<file path="src/rtl/fft_pkg.sv">
// Shared constants and types for the FFT input framer and its frame banks.
package fft_pkg;

    localparam int SAMPLE_W = 8;
    localparam int FFT_N    = 4;
    localparam int IDX_W    = 2;

    // Issue-side state encoding.
    typedef enum logic [1:0] {
        ST_IDLE  = 2'd0,
        ST_ISSUE = 2'd1,
        ST_GAP   = 2'd2
    } issue_state_t;

    // Next slot index within a frame; wraps 3 -> 0.
    function automatic logic [IDX_W-1:0] idx_inc(input logic [IDX_W-1:0] idx);
        return idx + 2'd1;
    endfunction

endpackage

</file>
<file path="src/rtl/fft_frame_bank.sv">
// One frame buffer: four sample registers with a single-slot write port,
// a zero-pad port that clears every slot from a given index upward, and a
// parallel read port.
module fft_frame_bank #(
    parameter int SAMPLE_W = fft_pkg::SAMPLE_W
) (
    input  logic                                        clk,
    input  logic                                        reset_n,
    input  logic                                        wr_en,
    input  logic [fft_pkg::IDX_W-1:0]                   wr_idx,
    input  logic [SAMPLE_W-1:0]                         wr_data,
    input  logic                                        pad_en,
    input  logic [fft_pkg::IDX_W-1:0]                   pad_idx,
    output logic [fft_pkg::FFT_N-1:0][SAMPLE_W-1:0]     rd_data
);
    import fft_pkg::*;

    logic [FFT_N-1:0][SAMPLE_W-1:0] mem_r;

    // Per-slot update: a write wins; padding only touches slots above the write.
    always_ff @(posedge clk or negedge reset_n) begin
        if (!reset_n) begin
            mem_r <= '0;
        end else begin
            for (int i = 0; i < FFT_N; i++) begin
                if (wr_en && (wr_idx == IDX_W'(i))) begin
                    mem_r[i] <= wr_data;
                end else if (pad_en && (IDX_W'(i) >= pad_idx)) begin
                    mem_r[i] <= '0;
                end else begin
                    mem_r[i] <= mem_r[i];
                end
            end
        end
    end

    assign rd_data = mem_r;

endmodule

</file>
<file path="src/rtl/fft_input_framer.sv">
// Packs a valid/ready sample stream into 4-sample frames using two ping-pong
// banks and issues each frame to the FFT with a held start strobe.
module fft_input_framer #(
    parameter int SAMPLE_W     = fft_pkg::SAMPLE_W,
    parameter int START_CYCLES = 2,
    parameter int CNT_W        = 16
) (
    input  logic                clk,
    input  logic                reset_n,
    input  logic [SAMPLE_W-1:0] in_data,
    input  logic                in_valid,
    output logic                in_ready,
    input  logic                flush,
    output logic [SAMPLE_W-1:0] x0,
    output logic [SAMPLE_W-1:0] x1,
    output logic [SAMPLE_W-1:0] x2,
    output logic [SAMPLE_W-1:0] x3,
    output logic                start,
    output logic                busy,
    output logic [CNT_W-1:0]    frame_count
);
    import fft_pkg::*;

    localparam logic [3:0] CNT_LAST = 4'(START_CYCLES - 1);

    logic [1:0]                     full_r;
    logic [1:0]                     full_nxt_s;
    logic                           wr_bank_r;
    logic                           wr_bank_nxt_s;
    logic [IDX_W-1:0]               wr_idx_r;
    logic [IDX_W-1:0]               wr_idx_nxt_s;
    logic [IDX_W-1:0]               idx_after_s;
    logic                           rd_bank_r;
    logic                           in_ready_r;
    logic                           accept_s;
    logic                           completed_s;
    logic                           flush_s;
    logic                           close_s;
    logic                           release_s;
    issue_state_t                   state_r;
    logic [3:0]                     cnt_r;
    logic                           start_r;
    logic                           busy_r;
    logic [CNT_W-1:0]               frame_count_r;
    logic [FFT_N-1:0][SAMPLE_W-1:0] frame_r;
    logic [FFT_N-1:0][SAMPLE_W-1:0] bank0_rd_s;
    logic [FFT_N-1:0][SAMPLE_W-1:0] bank1_rd_s;
    logic [FFT_N-1:0][SAMPLE_W-1:0] bank_rd_s;

    // Write-side decode: accept, frame completion, flush and full-flag next state.
    always_comb begin
        accept_s    = in_valid && in_ready_r;
        completed_s = accept_s && (wr_idx_r == 2'd3);
        idx_after_s = accept_s ? idx_inc(wr_idx_r) : wr_idx_r;
        flush_s     = flush && !completed_s && (idx_after_s != 2'd0);
        close_s     = completed_s || flush_s;
        release_s   = (state_r == ST_ISSUE) && (cnt_r == CNT_LAST);
        for (int b = 0; b < 2; b++) begin
            full_nxt_s[b] = (full_r[b] && !(release_s && (rd_bank_r == 1'(b))))
                          || (close_s && (wr_bank_r == 1'(b)));
        end
        wr_bank_nxt_s = close_s ? ~wr_bank_r : wr_bank_r;
        wr_idx_nxt_s  = close_s ? 2'd0 : idx_after_s;
        bank_rd_s     = rd_bank_r ? bank1_rd_s : bank0_rd_s;
    end

    fft_frame_bank #(.SAMPLE_W(SAMPLE_W)) u_bank0 (
        .clk     (clk),
        .reset_n (reset_n),
        .wr_en   (accept_s && (wr_bank_r == 1'b0)),
        .wr_idx  (wr_idx_r),
        .wr_data (in_data),
        .pad_en  (flush_s && (wr_bank_r == 1'b0)),
        .pad_idx (idx_after_s),
        .rd_data (bank0_rd_s)
    );

    fft_frame_bank #(.SAMPLE_W(SAMPLE_W)) u_bank1 (
        .clk     (clk),
        .reset_n (reset_n),
        .wr_en   (accept_s && (wr_bank_r == 1'b1)),
        .wr_idx  (wr_idx_r),
        .wr_data (in_data),
        .pad_en  (flush_s && (wr_bank_r == 1'b1)),
        .pad_idx (idx_after_s),
        .rd_data (bank1_rd_s)
    );

    // Write pointer, full flags and registered ready (no path from in_valid).
    always_ff @(posedge clk or negedge reset_n) begin
        if (!reset_n) begin
            full_r     <= 2'b00;
            wr_bank_r  <= 1'b0;
            wr_idx_r   <= 2'd0;
            in_ready_r <= 1'b0;
        end else begin
            full_r     <= full_nxt_s;
            wr_bank_r  <= wr_bank_nxt_s;
            wr_idx_r   <= wr_idx_nxt_s;
            in_ready_r <= !full_nxt_s[wr_bank_nxt_s];
        end
    end

    // Issue FSM: load a full bank, hold start, release the bank, force a low gap.
    always_ff @(posedge clk or negedge reset_n) begin
        if (!reset_n) begin
            state_r       <= ST_IDLE;
            cnt_r         <= 4'd0;
            start_r       <= 1'b0;
            busy_r        <= 1'b0;
            rd_bank_r     <= 1'b0;
            frame_count_r <= '0;
            frame_r       <= '0;
        end else begin
            case (state_r)
                ST_IDLE: begin
                    if (full_r[rd_bank_r]) begin
                        frame_r <= bank_rd_s;
                        start_r <= 1'b1;
                        busy_r  <= 1'b1;
                        cnt_r   <= 4'd0;
                        state_r <= ST_ISSUE;
                    end else begin
                        state_r <= ST_IDLE;
                    end
                end
                ST_ISSUE: begin
                    cnt_r <= cnt_r + 4'd1;
                    if (release_s) begin
                        rd_bank_r     <= ~rd_bank_r;
                        frame_count_r <= frame_count_r + 1'b1;
                        start_r       <= 1'b0;
                        state_r       <= ST_GAP;
                    end else begin
                        state_r <= ST_ISSUE;
                    end
                end
                ST_GAP: begin
                    busy_r  <= 1'b0;
                    state_r <= ST_IDLE;
                end
                default: begin
                    start_r <= 1'b0;
                    busy_r  <= 1'b0;
                    state_r <= ST_IDLE;
                end
            endcase
        end
    end

    assign in_ready    = in_ready_r;
    assign x0          = frame_r[0];
    assign x1          = frame_r[1];
    assign x2          = frame_r[2];
    assign x3          = frame_r[3];
    assign start       = start_r;
    assign busy        = busy_r;
    assign frame_count = frame_count_r;

endmodule

</file>
<file path="config.mk">
export PLATFORM = sky130hd
export DESIGN_NAME = fft_input_framer
export DESIGN_NICKNAME = d
export VERILOG_FILES = /design/src/rtl/fft_pkg.sv /design/src/rtl/fft_frame_bank.sv /design/src/rtl/fft_input_framer.sv
export SDC_FILE = /design/constraint.sdc
export NUM_CORES = 1
export LEC_CHECK = 0
export ABC_CLOCK_PERIOD_IN_PS = 5300
export CAP_MARGIN = 10
export CELL_PAD_IN_SITES_DETAIL_PLACEMENT = 2
export CELL_PAD_IN_SITES_GLOBAL_PLACEMENT = 2
export CORE_MARGIN = 5
export CORE_UTILIZATION = 41
export DETAILED_ROUTE_END_ITERATION = 8
export PLACE_DENSITY = 0.81
export SLEW_MARGIN = 20
export SYNTH_ARGS = -nofsm -noshare
export SYNTH_HDL_FRONTEND = slang
export SYNTH_HIERARCHICAL = 1
export SYNTH_SLANG_ARGS = --single-unit
</file>
<file path="constraint.sdc">
create_clock -name clk -period 5.3 [get_ports clk]
set_clock_uncertainty 0.2 [all_clocks]
set_input_delay 1.325 -clock clk [delete_from_list [all_inputs] [get_ports clk]]
set_output_delay 1.325 -clock clk [all_outputs]
set_load 0.01 [all_outputs]
</file>
run_1/metal_stack.png
Scale bar: 50 um. Only two layers are drawn.
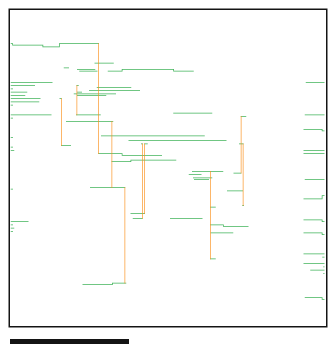
Key: met3 = green [wire length 696 um]; met4 = orange [wire length 293 um]

run_1/pdn.png
Scale bar: 50 um. Pins as bars on the die edge. Tap cells in grey.
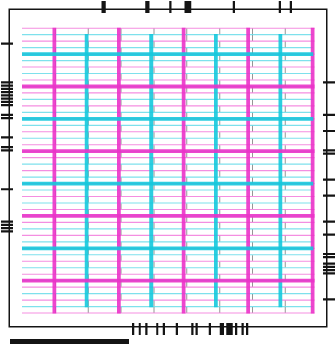
Key: VDD = cyan; VSS = magenta
The core has 44 rows. 9 straps on met4. 8 straps on met5. 184 tap cells.
Die Wd: 132.8 um
Max VDD drop: 0.2530 mV
die height: 132.8 um
core area: 0.01464 mm2

==> results_dict.tcl, run 1 <==
# place-and-route summary
set metrics [dict create \
    edf_count 0 \
    top_area_cell "dfrtp_1" \
    grt_pass1_vias 5248 \
    rsz0062_at_grt "no" \
    gr-usage-all-layers_pct 21.90 \
    run_status "completed" \
    netlist_area_mm2 0.006180 \
    worstPathArrival_ps 3830 \
    syn_avg_cell_area_um2 11.09 \
    cts_made_buffers 17 \
    grt_max_degree 65 \
    drt-vias-per-instance 5.655 \
    syn_nets 575 \
    synthTopCellsByCount "dfrtp_1 (127), inv_1 (56), o31ai_1 (49)" \
    p_switching_w 0.001452 \
    r2r-start "wr_idx_r[1]" \
    pwr-share-clk_pct 30.9 \
    wl_um 18580 \
    switching_share_pct 35.70 \
    cts_hold_buffers 0 \
    cts_setup_buffers 0 \
    dieArea_mm2 0.01763 \
    clock_path_buffers 2 \
    place_area_mm2 0.006865 \
    ys_sh_simple_pct 18.61 \
    fin_setup_tns_ps 0 \
    drv_slew 0 \
    start_kind "primary input" \
    layout_min_cycle_time_ps 3774 \
    ys_types 45 \
    worst_pin_slew_ps 913.3 \
    holdPathStages 1 \
    ys_sh_adder_pct 1.215 \
    reg2reg_to "u_bank1/rd_data[8]" \
    worst_slack_ps 1526 \
    insertion_delay_ps 420 \
    antenna_left 0 \
    power.density_mw_per_mm2 542.1 \
    first_iter_violations 243 \
    cap_violations 0 \
    cts-root-buf "clkbuf_16" \
    cts_resized 0 \
]
run_1/clock_map.png
Scale bar: 50 um.
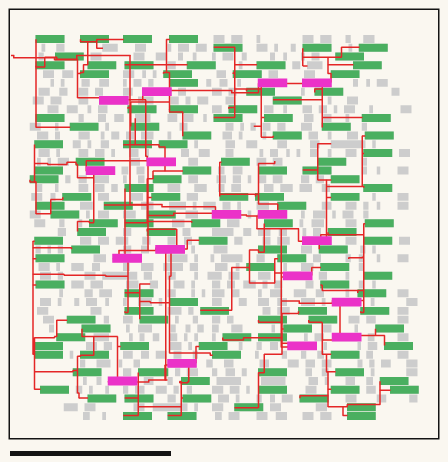
Key: flip-flops = green [count 127]; cells driving clock nets = magenta [count 17]; clock wires = red [length 1870 um]
Position of the flops: widely spread.

run_1/cell_classes.png
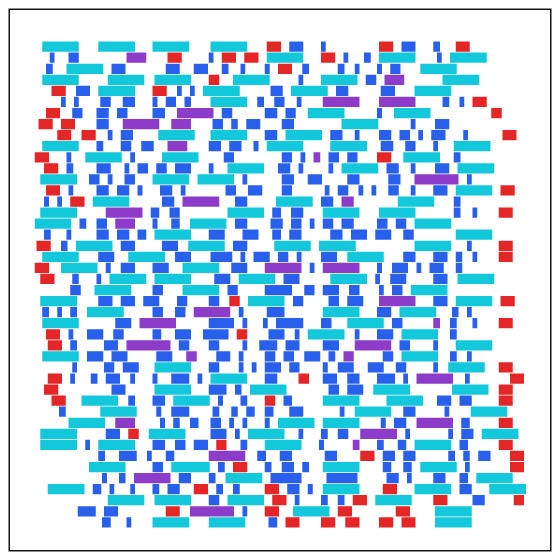
Key: flops = cyan [cells 127]; clock drivers and dummy loads = purple [cells 32]; all other logic = blue [cells 391]; other buffers and delay cells = red [cells 70]
Final Util: 51.23%
sequential portion of the cell area: 42.38%
num rows: 44
Final Cell Area: 0.007502 mm2

==> run 1: critical path, cell delays in order <==
cell	delay [ps]
clkdlybuf4s50_1	490
nand2_1	230
nand2_1	160
o211ai_1	130
nor2_1	560
nor2b_1	710
o31ai_1	200
==> run 1: area by class of cell <==
cell class,instances,area [um2]
Multi-Input combinational cell,335,2567
Clock inverter,9,128.9
Timing Repair Buffer,70,678.2
Fill cell,1472,7142
Tap cell,184,230.2
Clock buffer,23,508.0
Inverter,56,210.2
Sequential cell,127,3179
==> run 1: routing by layer <==
| layer | track usage, % | vias up |
|---|---|---|
| met5 | 0 | - |
| met4 | 5.716 | 0 |
| met3 | 5.277 | 23 |
| met2 | 36.78 | 104 |
| met1 | 28.50 | 2358 |
| li1 | - | 2062 |
## Run 2: what changed since run 1
Settings changed: ABC_CLOCK_PERIOD_IN_PS 5300 to 3380, CORE_UTILIZATION 41 to 34, PLACE_DENSITY 0.81 to 0.72.
Clock period 5.3 ns to 3.38 ns, I/O delays scaled along.
run_2/final_clocks.png
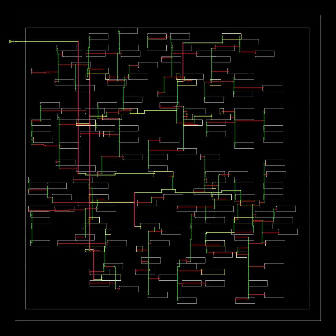
Clk. pwr: 0.00182 W
sequential cell count: 127
clock buffers: 20
Late-Pin Clk Latency: 420 ps
Num CTS Buffers: 17

==> run 2 against run 1 <==
Compared with the run above:
- core utilization down 8.7 points
- register-to-register slack worse by 1200 ps
- hold slack worse by 51 ps
- setup slack worse by 890 ps
- flip-flop count unchanged
- synthesized cell count unchanged
- die area up 19%
- sequential power up 55%
- routed wire length down 6.6%
- final cell count up 6.5%
- global-route usage down 4.4 points
- cell area up 1.5%
- largest power group unchanged
==> results_dict.tcl, run 2 <==
# place-and-route summary
set metrics [dict create \
    cts_resized 0 \
    clock_path_buffers 2 \
    yosys_area_mm2 0.006180 \
    clock_tree_area_fraction_pct 7.642 \
    use_met2_pct 30.05 \
    place_area_mm2 0.007032 \
    layout_top_cell "dfrtp_1" \
    cp_top_family "multiplexers" \
    die_h_um 144.8 \
    ys_types 45 \
    top_area_cell "dfrtp_1" \
    comb_area_share_pct 33.72 \
    seq-cell-share_pct 41.76 \
    switching_share_pct 35.48 \
    gp_congestion 0.7417 \
    reg2reg_to "u_bank0/rd_data[28]" \
    layout_min_cycle_time_ps 2743 \
    p_seq_w 0.00229 \
    r2r-start "wr_idx_r[0]" \
    grt_util_met1_pct 21.74 \
    dp.cells 825 \
    cts_setup_buffers 0 \
    start_kind "primary input" \
    synthTopCellsByCount "dfrtp_1 (127), inv_1 (56), o31ai_1 (49)" \
    crit_path_max_incr_delay_ps 480 \
    first_iter_violations 238 \
    yosys.stat.seqShare_pct 51.43 \
    fin_setup_tns_ps 0 \
    worst_pin_slew_ps 660.6 \
    mi_logic_area_mm2 0.002567 \
    wl_met1_um 7620 \
    dominant_cells "flip-flops and latches" \
    peakVddDrop_mv 0.3946 \
    cap_violations 0 \
    grt_max_degree 89 \
    drv_slew 0 \
    inv_count 56 \
    final-seq-area_mm2 0.003179 \
    worst_slack_ps 637.1 \
    cts_hold_buffers 0 \
    cts-root-buf "clkbuf_16" \
    hold_class "primary input to async pin" \
    run_status "completed" \
    grt_pass1_vias 5169 \
    nWellTaps 229 \
    first_pass_iters 4 \
    setup_viol 0 \
    gr-usage-all-layers_pct 17.53 \
    path_cells "clkdlybuf4s50_1 -> nand2_1 -> mux2_2 -> a21oi_1 -> o22ai_1 -> ha_1 -> nor2_1 -> o2bb2ai_1" \
    vias 4530 \
    wl_um 17350 \
    crit_buf_inv 1 \
    grt_busiest_layer "met2" \
    drt-vias-per-instance 5.292 \
    fillers 1848 \
    syn_nets 575 \
    nNonClkBuffers 78 \
    power.density_mw_per_mm2 814.2 \
    rsz0062_at_grt "no" \
    buffer_area_share_pct 10.35 \
    core_area_mm2 0.01790 \
    final_util_pct 42.53 \
    maxPowerGroup "sequential cells" \
    syn_avg_cell_area_um2 11.09 \
    pg_comb_w 0.00209 \
    worstPathArrival_ps 2890 \
    netlist_area_mm2 0.006180 \
    edf_count 0 \
    rows 49 \
    final_area_mm2 0.007614 \
    critPathSlowestCell "mux2_2" \
    pwr-share-clk_pct 29.4 \
    p_switching_w 0.002199 \
    met3_usage_pct 3.713 \
    total_power_w 0.006199 \
    synthArstFlopShare_pct 100.0 \
    die_w_um 144.8 \
    antenna_left 0 \
    logic_gate_count 335 \
    dieArea_mm2 0.02097 \
]
-- run 2: cell counts after synthesis --
Identical to the previous run, type by type.
-- run 2: logic make-up (layout without fill, tap and decap cells) --
family,count (synthesis),count (layout),share of synthesized area [%]
AND-OR/OR-AND,97,97,10.31
XOR/XNOR,18,18,2.551
adder cells (fa/ha/maj),6,6,1.215
buffers and inverters,95,165,7.046
flip-flops,127,127,51.43
multiplexers,52,52,8.848
AND/OR/NAND/NOR,162,162,18.61
-- run 2: how the worst max path moves through the flow --
stage	start	cells after the start	endpoint	slack, ps
floorplan	in_valid	7	in_ready	890
global placement	in_valid	8	in_ready	260
detailed placement	in_valid	8	in_ready	200
CTS	in_valid	8	in_ready	630
global route	in_valid	8	in_ready	440
finish	in_valid	8	in_ready	640
Power is estimated from default activity; no workload was simulated.
